--- config.mk ---
export PLATFORM = sky130hd
export DESIGN_NAME = mac_sequencer
export DESIGN_NICKNAME = d
export VERILOG_FILES = /design/src/rtl/mac_sequencer.sv
export SDC_FILE = /design/constraint.sdc
export NUM_CORES = 1
export LEC_CHECK = 0
export CAP_MARGIN = 40
export CORE_MARGIN = 4
export CORE_UTILIZATION = 30
export CTS_BUF_LIST = sky130_fd_sc_hd__clkbuf_8
export CTS_CLUSTER_DIAMETER = 40
export DETAILED_ROUTE_END_ITERATION = 8
export GPL_ROUTABILITY_DRIVEN = 0
export SYNTH_ARGS = -nofsm -noshare
export SYNTH_HDL_FRONTEND = slang
export SYNTH_SLANG_ARGS = --single-unit
export TNS_END_PERCENT = 50
--- constraint.sdc ---
create_clock -name clk -period 3.9 [get_ports clk]
set_input_delay 0.975 -clock clk [delete_from_list [all_inputs] [get_ports clk]]
set_output_delay 0.975 -clock clk [all_outputs]
set_load 0.02 [all_outputs]
--- src/rtl/mac_sequencer.sv ---
// mac_sequencer
//
// Sequences one dot product on an external accumulate-only MAC (En, Clr,
// Ain, Bin -> Cout). A start request captures the vector length. The MAC
// is then cleared, and one A/B operand pair is fed per joint handshake.
// The sequencer waits for the last accumulation to land and offers the
// result on a valid/ready port.
//
// Ports
//   clk, rst                  single rising-edge clock, synchronous active-high reset
//   start, len                job request (sampled only in IDLE) and pair count
//   busy                      high whenever the sequencer is not IDLE
//   a_valid/a_data/a_ready    A operand stream
//   b_valid/b_data/b_ready    B operand stream (popped together with A)
//   mac_en, mac_a, mac_b      registered MAC En / Ain / Bin
//   mac_clr                   MAC Clr, high only in CLEAR
//   mac_cout                  MAC Cout (3*DATA_WIDTH, wraps inside the MAC)
//   res_valid/res_data/res_ready  result port
//   stall_cnt                 STREAM stall counter, or 0 when the feature is off
//
// Optional feature macro: MAC_SEQ_STALL_CNT_EN builds the stall counter.
// Without it, stall_cnt is tied to zero.

module mac_sequencer #(
    parameter int DATA_WIDTH = 8,
    parameter int LEN_WIDTH  = 8
) (
    input  logic                      clk,
    input  logic                      rst,
    input  logic                      start,
    input  logic [LEN_WIDTH-1:0]      len,
    output logic                      busy,
    input  logic                      a_valid,
    input  logic [DATA_WIDTH-1:0]     a_data,
    output logic                      a_ready,
    input  logic                      b_valid,
    input  logic [DATA_WIDTH-1:0]     b_data,
    output logic                      b_ready,
    output logic                      mac_en,
    output logic                      mac_clr,
    output logic [DATA_WIDTH-1:0]     mac_a,
    output logic [DATA_WIDTH-1:0]     mac_b,
    input  logic [3*DATA_WIDTH-1:0]   mac_cout,
    output logic                      res_valid,
    output logic [3*DATA_WIDTH-1:0]   res_data,
    input  logic                      res_ready,
    output logic [15:0]               stall_cnt
);

    typedef enum logic [2:0] {
        IDLE,
        CLEAR,
        STREAM,
        DRAIN,
        RESULT
    } state_e;

    state_e                    state_q, state_d;
    logic [LEN_WIDTH-1:0]      rem_q, rem_d;
    logic                      drain_q, drain_d;
    logic                      mac_en_q, mac_en_d;
    logic [DATA_WIDTH-1:0]     mac_a_q, mac_a_d;
    logic [DATA_WIDTH-1:0]     mac_b_q, mac_b_d;
    logic                      res_valid_q, res_valid_d;
    logic [3*DATA_WIDTH-1:0]   res_data_q, res_data_d;
    logic                      fire;
    logic                      clr;

    always_ff @(posedge clk) begin
        if (rst) begin
            state_q     <= IDLE;
            rem_q       <= '0;
            drain_q     <= 1'b0;
            mac_en_q    <= 1'b0;
            mac_a_q     <= '0;
            mac_b_q     <= '0;
            res_valid_q <= 1'b0;
            res_data_q  <= '0;
        end else begin
            state_q     <= state_d;
            rem_q       <= rem_d;
            drain_q     <= drain_d;
            mac_en_q    <= mac_en_d;
            mac_a_q     <= mac_a_d;
            mac_b_q     <= mac_b_d;
            res_valid_q <= res_valid_d;
            res_data_q  <= res_data_d;
        end
    end

    always_comb begin
        state_d     = state_q;
        rem_d       = rem_q;
        drain_d     = drain_q;
        mac_en_d    = 1'b0;
        mac_a_d     = mac_a_q;
        mac_b_d     = mac_b_q;
        res_valid_d = res_valid_q;
        res_data_d  = res_data_q;
        fire        = 1'b0;
        clr         = 1'b0;

        case (state_q)
            IDLE: begin
                if (start) begin
                    rem_d   = len;
                    state_d = CLEAR;
                end
            end
            CLEAR: begin
                clr     = 1'b1;
                drain_d = 1'b0;
                state_d = (rem_q != '0) ? STREAM : DRAIN;
            end
            STREAM: begin
                // Both streams are popped in the same cycle, or neither is.
                fire = a_valid & b_valid & (rem_q != '0);
                if (fire) begin
                    mac_a_d  = a_data;
                    mac_b_d  = b_data;
                    mac_en_d = 1'b1;
                    rem_d    = rem_q - LEN_WIDTH'(1);
                    if (rem_q == LEN_WIDTH'(1)) begin
                        state_d = DRAIN;
                    end
                end
            end
            DRAIN: begin
                // First cycle: the last registered En reaches the MAC.
                // Second cycle: Cout has absorbed it and can be captured.
                if (!drain_q) begin
                    drain_d = 1'b1;
                end else begin
                    drain_d     = 1'b0;
                    res_data_d  = mac_cout;
                    res_valid_d = 1'b1;
                    state_d     = RESULT;
                end
            end
            RESULT: begin
                if (res_ready) begin
                    res_valid_d = 1'b0;
                    state_d     = IDLE;
                end
            end
            default: begin
                state_d = IDLE;
            end
        endcase
    end

    assign busy      = (state_q != IDLE);
    assign a_ready   = fire;
    assign b_ready   = fire;
    assign mac_clr   = clr;
    assign mac_en    = mac_en_q;
    assign mac_a     = mac_a_q;
    assign mac_b     = mac_b_q;
    assign res_valid = res_valid_q;
    assign res_data  = res_data_q;

`ifdef MAC_SEQ_STALL_CNT_EN
    logic [15:0] stall_q, stall_d;

    // Counts STREAM cycles that still owe pairs but see no joint handshake.
    // The counter saturates rather than wraps.
    always_comb begin
        stall_d = stall_q;
        if (state_q == IDLE && start) begin
            stall_d = '0;
        end else if (state_q == STREAM && rem_q != '0 && !fire && stall_q != 16'hFFFF) begin
            stall_d = stall_q + 16'd1;
        end
    end

    always_ff @(posedge clk) begin
        if (rst) begin
            stall_q <= '0;
        end else begin
            stall_q <= stall_d;
        end
    end

    assign stall_cnt = stall_q;
`else
    assign stall_cnt = '0;
`endif

endmodule

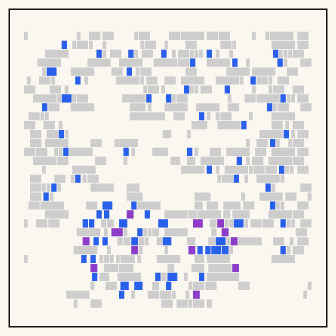
Fig. 1. Logic cells by family (run 1).
[AND and OR gates] purple | cells: 12
[inverting AOI/OAI gates] blue | cells: 70 | where: all over the die

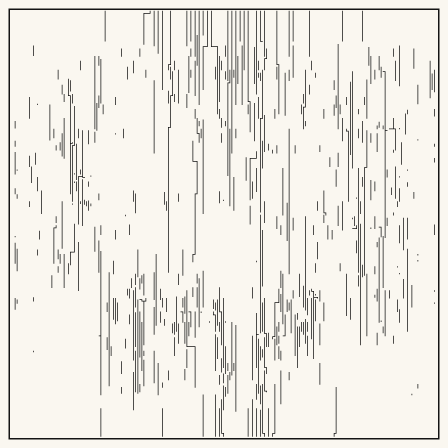
Fig. 2. Metal 2 (run 1).
nets with wire on the layer: 352
main direction: vertical
longest straight run: 37.4 um
met2 Usage GRT: 0.201
DR vias: 2223
WL final: 6330 um

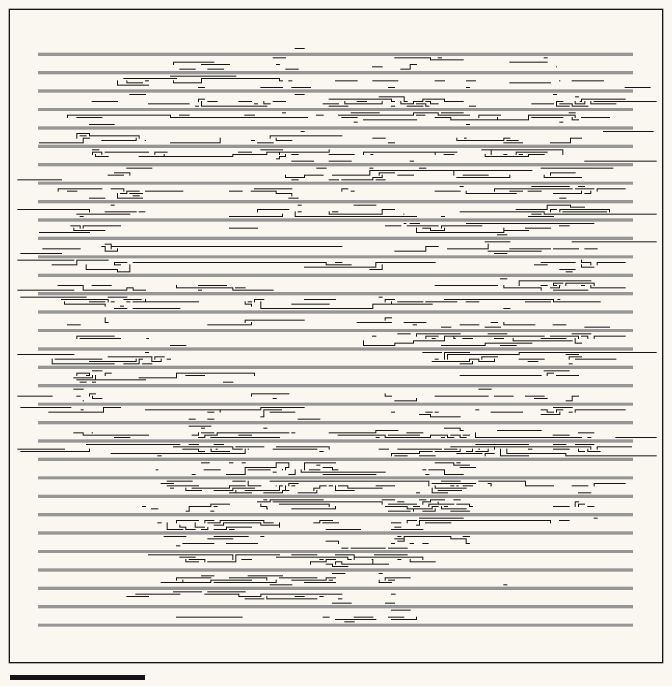
Fig. 3. Signal wires on met1 (run 1).
The bar under the picture is 20 um long. Supply wires on this layer in grey.
main direction: horizontal
nets with wire on the layer: 381
wire length on this layer: 2880 um
share of all routed wire: 46%
longest straight run: 34.0 um

==> ci_impl_report.md, run 1 <==
### Yosys + OpenROAD results

| Metric | Value |
|---|---|
| Status | finished, final reports clean |
| Biggest area cells | dfxtp_1, nand2_1, a21oi_1 |
| CTS root buf | clkbuf_8 |
| Placed inst area | 3380 um2 |
| Hold Startpoint | res_data[1] |
| Violation count after the first detailed-route iteration | 50 |
| Clkbuf count | 5 |
| Xor/xnor cell area share of the yosys netlist | 0 |
| Vias in the first global route | 2076 |
| Flop count | 54 |
| CP Launch Point | a_valid |
| CP Launch Type | primary input |
| Final Cell Area | 3490 um2 |
| Req. time, crit path | 2.92 ns |
| Post-route setup TNS | 0 ns |
| CP max stage cell | clkdlybuf4s50_1 |
| CP Depth | 5 |
| Worst hold-check path type | register to register |
| Yosys simple share | 0.231 |
| Post-synth EDFFs | 0 |
| Area leader share | 0.462 |
| Post-Synthesis Cell Area | 2340 um2 |
| Power Total | 1.36 mW |
| Total CTS buffers | 5 |
| Layout fillers | 738 |
| Tmin final | 3.55 ns |
| CP Max Fanout | 3 |
| Logic Gate Count | 218 |
| DRC | 0 |
| Final Non-Filler Cells | 491 |
| Antenna Nets Post-Route | 0 |
| GR Overflow Total | 0 |
| Non-clk bufs | 106 |
## run 1: registers in the layout (all words and copies together) (netlist names)
| signal | cells |
|---|---|
| mac_en | 1 |
| res_data | 24 |
| rem_q | 8 |
| state_q | 3 |
| mac_b | 8 |
| drain_q | 1 |
| res_valid | 1 |
| mac_a | 8 |
## run 1: path summary, 6_finish.rpt
| check | to | slack [ns] |
|---|---|---|
| setup / recovery | a_ready | 0.35 |
| hold / removal | res_data[1] | 0.46 |
| setup reg to reg | rem_q[4] | 1.82 |
| hold reg to reg | res_data[1] | 0.46 |
## run 1: cell usage in the layout (no fill, tap or decap), drive strengths merged, types with 3 or more instances in the layout
cell / count
nor4: 4
o32ai: 3
and3: 3
o21ai: 5
dfxtp: 54
nand2: 84
ha: 3
nand2b: 3
clkdlybuf4s50: 98
or2: 3
inv: 6
clkbuf: 5
a21oi: 53
conb: 16
nor3: 6
nor2: 13
buf: 8
## run 1: synth_stat cells, types with 2 or more instances
master / number
dfxtp_1: 54
or2_2: 3
a211oi_1: 2
o32ai_1: 3
a22oi_1: 2
clkbuf_1: 15
nor2_1: 13
and3_1: 3
a21oi_1: 51
o21ai_0: 5
inv_1: 5
buf_6: 2
buf_2: 2
nand2_1: 84
buf_4: 17
nand2b_1: 3
and2_1: 2
a311oi_1: 2
ha_1: 3
nor3_1: 6
or3_1: 2
nor4_1: 4
a31oi_1: 2
a21oi_2: 2
## run 1: power by group
group / leakage (nW) / internal, mW / switching [mW] / total, mW
sequential: 0.437 / 0.583 / 0.0333 / 0.616
clock: 0.0563 / 0.196 / 0.194 / 0.390
combinational: 0.732 / 0.168 / 0.188 / 0.357
total: 1.22 / 0.947 / 0.416 / 1.36
## run 1: tightest hold or removal path, delay by kind of cell (launching register included)
kind	cells	cell delay [ns]
flops	1	0.32
simple gates	1	0.05
compound gates	1	0.05
==> run 1 -> run 2 <==
--- a/config.mk
+++ b/config.mk
@@ -5,11 +5,13 @@
 export SDC_FILE = /design/constraint.sdc
 export NUM_CORES = 1
 export LEC_CHECK = 0
+export ABC_CLOCK_PERIOD_IN_PS = 3900
 export CAP_MARGIN = 40
 export CORE_MARGIN = 4
 export CORE_UTILIZATION = 30
 export CTS_BUF_LIST = sky130_fd_sc_hd__clkbuf_8
 export CTS_CLUSTER_DIAMETER = 40
+export CTS_CLUSTER_SIZE = 16
 export DETAILED_ROUTE_END_ITERATION = 8
 export GPL_ROUTABILITY_DRIVEN = 0
 export SYNTH_ARGS = -nofsm -noshare
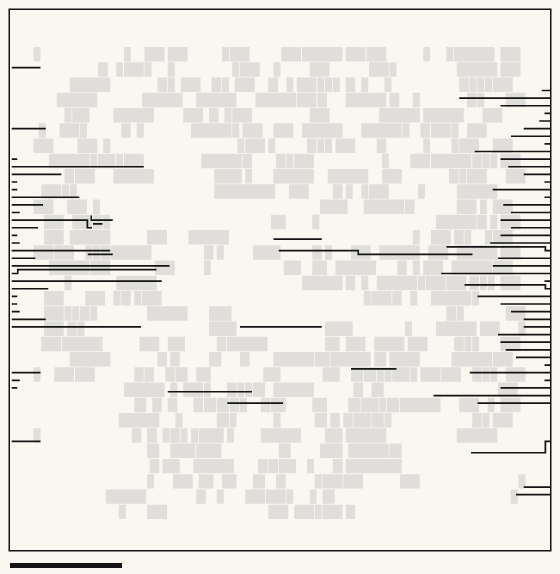
Fig. 4. The metal 3 layer (run 2).
The bar under the picture is 20 um long.
nets with wire on the layer: 81
wire length on this layer: 690 um

==> run 2 against run 1 <==
Net effect:
- final area unchanged
- cell count stayed put
- critical path depth unchanged
- register-to-register slack barely moved
- combinational power about the same
- fmax stayed put
- total power is the same
- non-clock buffer count unchanged
- die size is the same
- synthesized cell count is the same
- critical path type unchanged
- largest power group unchanged
- highest routed layer unchanged
==> ci_impl_report.md, run 2 <==
### Yosys + OpenROAD results

| Metric | Value |
|---|---|
| Most frequent logic cell in the layout | clkdlybuf4s50_1 (unchanged) |
| Area leader share | 0.462 (unchanged) |
| Post-synth EDFFs | 0 (unchanged) |
| DR vias | 2223 (unchanged) |
| Status | finished, final reports clean (unchanged) |
| Top logic cells by instance count in the layout | clkdlybuf4s50_1, nand2_1, dfxtp_1 (unchanged) |
| Internal | 0.947 mW (unchanged) |
| Met2 Usage GRT | 0.201 (unchanged) |
| Most frequent cell after synthesis | nand2_1 (unchanged) |
| Placed inst area | 3380 um2 (unchanged) |
| Final Non-Filler Cells | 491 (unchanged) |
| CP Launch Type | primary input (unchanged) |
| Post-route setup TNS | 0 ns (unchanged) |
| Reg-to-Reg End | rem_q[4] (unchanged) |
| Biggest area cells | dfxtp_1, nand2_1, a21oi_1 (unchanged) |
| Gate power share | 0.262 (about the same) |
| Req. time, crit path | 2.92 ns (about the same) |
| Worst hold-check path type | register to register (unchanged) |
| Fin. max-slew vios | 0 (unchanged) |
| Hold Startpoint | res_data[1] (unchanged) |
| Total CTS buffers | 5 (unchanged) |
| Switching Fraction | 0.305 (unchanged) |
| Fin. Hold Viols | 0 (unchanged) |
| Power Total | 1.36 mW (unchanged) |
| Max reg flops | 24 (unchanged) |
| Post-Synthesis Cell Area | 2340 um2 (unchanged) |
| Antenna Nets Post-Route | 0 (unchanged) |
| Violation count after the first detailed-route iteration | 50 (unchanged) |
| WHS Endpoint | res_data[1] (unchanged) |
| Slack of the worst reg-to-reg path | 1.82 ns (about the same) |
| WL final | 6330 um (unchanged) |
| Tmin final | 3.55 ns (unchanged) |
| DRC | 0 (unchanged) |
| CP Max Fanout | 3 (unchanged) |
| Vias in the first global route | 2076 (unchanged) |
| Commonest cells post-synth | nand2_1, dfxtp_1, a21oi_1, buf_4, clkbuf_1 (unchanged) |
| Routed wire per std cell | 12.9 um (unchanged) |
| CP max stage cell | clkdlybuf4s50_1 (unchanged) |
| GR Overflow Total | 0 (unchanged) |
| CTS root buf | clkbuf_8 (unchanged) |
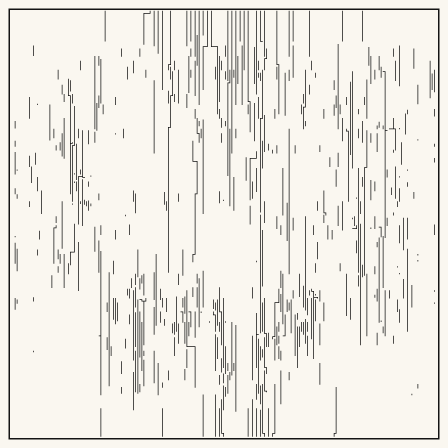
Fig. 5. Metal 2 (run 2).
main direction: vertical
wire length on this layer: 2720 um

run 2: area by class of cell:
type | count | area, um2
tap | 99 | 124
inverter | 6 | 27.5
timing repair buffer | 106 | 1070
fill | 738 | 3920
clock buffer | 5 | 68.8
clock inverter | 3 | 48.8
sequential | 54 | 1080
multi-input combinational | 218 | 1070
run 2: logic make-up after synthesis:
family | after synthesis | share of synthesized area
compound gates | 73 | 0.181
other cells | 1 | 0.00160
flops | 54 | 0.462
simple gates | 125 | 0.231
buf+inv | 42 | 0.104
fa+ha+maj | 3 | 0.0161
mux | 1 | 0.00428
run 2: worst register-to-register path, delay by kind of cell (launching register included):
| family | cells | cell delay (ns) |
|---|---|---|
| and+or+nand+nor | 2 | 0.55 |
| AOI/OAI and AO/OA | 2 | 0.75 |
| adders and majority gates | 1 | 0.20 |
| DFF | 1 | 0.41 |
| buffers and inverters | 1 | 0.11 |
run 2: how the worst max path moves through the flow:
| stage | start | to | slack (ns) | cells past startpoint |
|---|---|---|---|---|
| 2_1_floorplan | a_valid | b_ready | 1.12 | 6 |
| 3_3_place_gp | a_valid | a_ready | 0.33 | 5 |
| 3_5_place_dp | a_valid | a_ready | 0.33 | 5 |
| 4_1_cts | a_valid | a_ready | 0.32 | 5 |
| 5_1_grt | a_valid | b_ready | 0.27 | 5 |
| 6_report | a_valid | a_ready | 0.35 | 5 |
run 2: power by group through the flow:
stage | Combinational, mW | Sequential (mW) | Clock (mW)
2_1_floorplan | 0.236 | 0.628 | 0
3_3_place_gp | 0.353 | 0.628 | 0
3_5_place_dp | 0.358 | 0.629 | 0
4_1_cts | 0.360 | 0.616 | 0.411
5_1_grt | 0.397 | 0.623 | 0.427
6_report | 0.357 | 0.616 | 0.390
Fig. 6: run 2, signal wires on met1
The bar under the picture is 20 um long. Supply wires on this layer in grey.
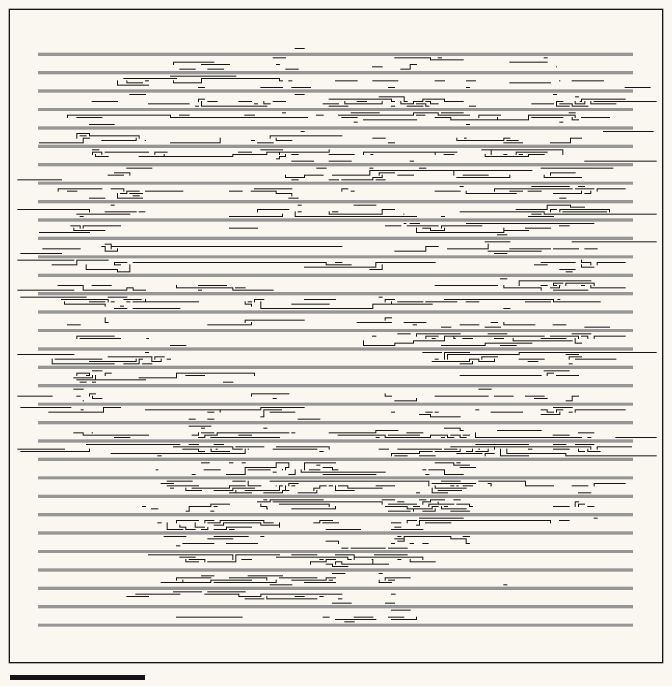

==> run 2 -> run 3 <==
--- a/config.mk
+++ b/config.mk
@@ -8,12 +8,13 @@
 export ABC_CLOCK_PERIOD_IN_PS = 3900
 export CAP_MARGIN = 40
 export CORE_MARGIN = 4
-export CORE_UTILIZATION = 30
+export CORE_UTILIZATION = 45
 export CTS_BUF_LIST = sky130_fd_sc_hd__clkbuf_8
 export CTS_CLUSTER_DIAMETER = 40
 export CTS_CLUSTER_SIZE = 16
 export DETAILED_ROUTE_END_ITERATION = 8
 export GPL_ROUTABILITY_DRIVEN = 0
+export PLACE_DENSITY = 0.88
 export SYNTH_ARGS = -nofsm -noshare
 export SYNTH_HDL_FRONTEND = slang
 export SYNTH_SLANG_ARGS = --single-unit
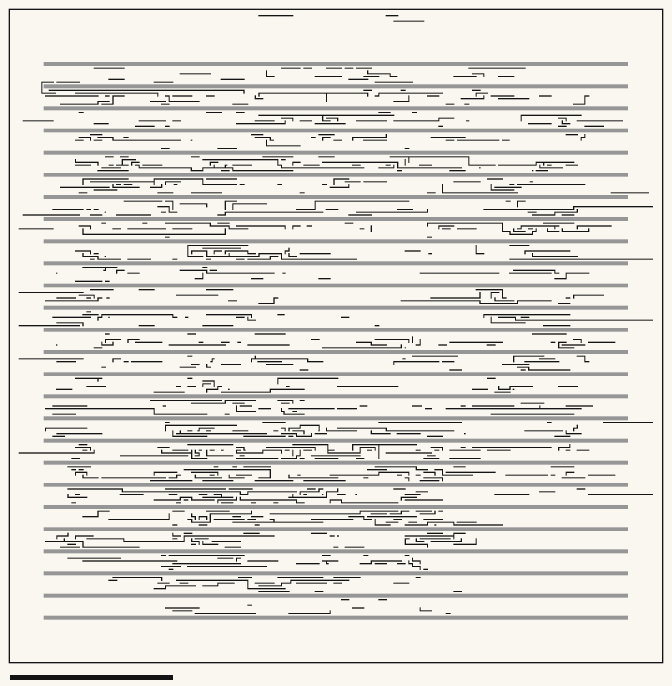
Fig. 7. Signal wires on met1 (run 3).
The bar under the picture is 20 um long. Supply wires on this layer in grey.
main direction: horizontal
wire length on this layer: 2280 um
longest straight run: 23.9 um
nets with wire on the layer: 372
share of all routed wire: 38%
met1 GRT Util: 0.217
DR vias: 2278
WL final: 6010 um

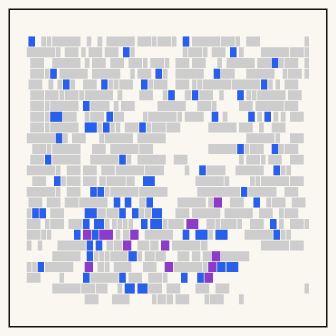
Fig. 8. Logic cells by family (run 3).
[AND and OR gates] purple | cells: 12 | where: bottom middle
[inverting AOI/OAI gates] blue | cells: 70 | where: all over the die

==> run 3 against run 2 <==
Net effect:
- utilization rose by 23 points
- synthesized cell count unchanged
- largest cell class unchanged
- critical endpoint unchanged
- global-route usage is 6.0 points higher
==> ci_impl_report.md, run 3 <==
### Yosys + OpenROAD results

| Metric | Value |
|---|---|
| CP max stage cell | clkdlybuf4s50_1 (unchanged) |
| Tmin final | 3.57 ns (was 3.55 ns) |
| Slack of the worst reg-to-reg path | 1.82 ns (about the same) |
| Worst hold-check path type | register to register (unchanged) |
| Sequential power share | 0.467 (was 0.452) |
| Clock power share | 0.277 (was 0.286) |
| DRC | 0 (unchanged) |
| Final Skew | 0.00697 ns (was 0.00982 ns) |
| Vias in the first global route | 2241 (was 2076) |
| Switching Fraction | 0.298 (was 0.305) |
| Post-synth EDFFs | 0 (unchanged) |
| Max reg flops | 24 (unchanged) |
| Mux area share | 0.00428 (unchanged) |
| WHS Endpoint | res_data[13] (was res_data[1]) |
| Internal | 0.940 mW (was 0.947 mW) |
| # rows | 25 (was 31) |
| Commonest cells post-synth | nand2_1, dfxtp_1, a21oi_1, buf_4, clkbuf_1 (unchanged) |
| Fin. max-slew vios | 0 (unchanged) |
| Hold Startpoint | res_data[13] (was res_data[1]) |
| Reg2Reg Launch Point | state_q[1] (was rem_q[0]) |
| Antenna Nets Post-Route | 0 (unchanged) |
| Synthesized area per cell | 7.82 um2 (unchanged) |
| Area leader share | 0.462 (unchanged) |
| Switching Power | 0.398 mW (was 0.416 mW) |
| CP Max Fanout | 10 (was 3) |
| Yosys simple share | 0.231 (unchanged) |
| Ys flops | 54 (unchanged) |
| GR Overflow Total | 0 (unchanged) |
| CTS root buf | clkbuf_8 (unchanged) |
| Worst hold path depth | 2 (unchanged) |
| Biggest area cells | dfxtp_1, nand2_1, a21oi_1 (unchanged) |
| Gate power share | 0.256 (was 0.262) |
| Post-Synthesis Cell Area | 2340 um2 (unchanged) |
| Xor/xnor cell area share of the yosys netlist | 0 (unchanged) |
| Post-route setup TNS | 0 ns (unchanged) |
| Reg-to-Reg End | rem_q[3] (was rem_q[4]) |
| CP Launch Type | primary input (unchanged) |
| Routed wire per std cell | 13.2 um (was 12.9 um) |
| Largest net degree at the start of global routing | 44 (was 31) |
| Status | finished, final reports clean (unchanged) |
| Top logic cells by instance count in the layout | clkdlybuf4s50_1, nand2_1, dfxtp_1 (unchanged) |
| Violation count after the first detailed-route iteration | 94 (was 50) |
| Total CTS buffers | 5 (unchanged) |
| Most frequent cell after synthesis | nand2_1 (unchanged) |
| Fin. Hold Viols | 0 (unchanged) |
| Top logic family | simple AND/OR/NAND/NOR gates (unchanged) |
| Fa+ha+maj area frac | 0.0161 (unchanged) |
| Final Non-Filler Cells | 457 (was 491) |
[run 3: final cells by class]
class                      instances  area, um2
clock buffer                       5       68.8
clock inverter                     3       43.8
fill                             390       1470
inverter                           6       27.5
multi-input combinational        218       1070
sequential                        54       1080
tap                               67       83.8
timing repair buffer             104       1040
[run 3: worst max-delay path: cells and delay by family]
| kind | cells | cell delay, ns |
|---|---|---|
| buf+inv | 3 | 1.20 |
| simple gates | 2 | 0.42 |
[run 3: power groups by stage]
stage	Sequential, mW	Combinational, mW	Clock (mW)
after global routing	0.631	0.385	0.406
after CTS	0.623	0.343	0.381
after detailed placement	0.636	0.340	0
after floorplan	0.628	0.236	0
final	0.625	0.343	0.370
after global placement	0.634	0.333	0
[run 3: layer usage]
layer	vias up	share of wire	track usage
li1	1147	-	-
met1	1024	0.38	0.217
met2	97	0.49	0.326
met3	10	0.12	0.0852
met4	0	0.012	0.0507
met5	-	0	0
[run 3: stage by stage]
stage | total power [mW] | instance area, um2 | util
floorplan | 0.864 | 2390 | -
detailed placement | 0.976 | 3300 | 0.677
CTS | 1.35 | 3410 | 0.700
global route | 1.42 | 3410 | 0.700
finish | 1.34 | 3410 | 0.700
global placement | 0.968 | 3270 | 0.670
[run 3: how the worst max path moves through the flow]
stage / end / from / cells past startpoint / slack (ns)
after floorplan: b_ready / a_valid / 6 / 1.12
after global placement: a_ready / a_valid / 5 / 0.32
after detailed placement: a_ready / a_valid / 5 / 0.32
after CTS: a_ready / a_valid / 5 / 0.32
after global routing: b_ready / b_valid / 5 / 0.25
final: a_ready / b_valid / 5 / 0.33
No activity file was given, so power comes from the tool's default toggle rates.
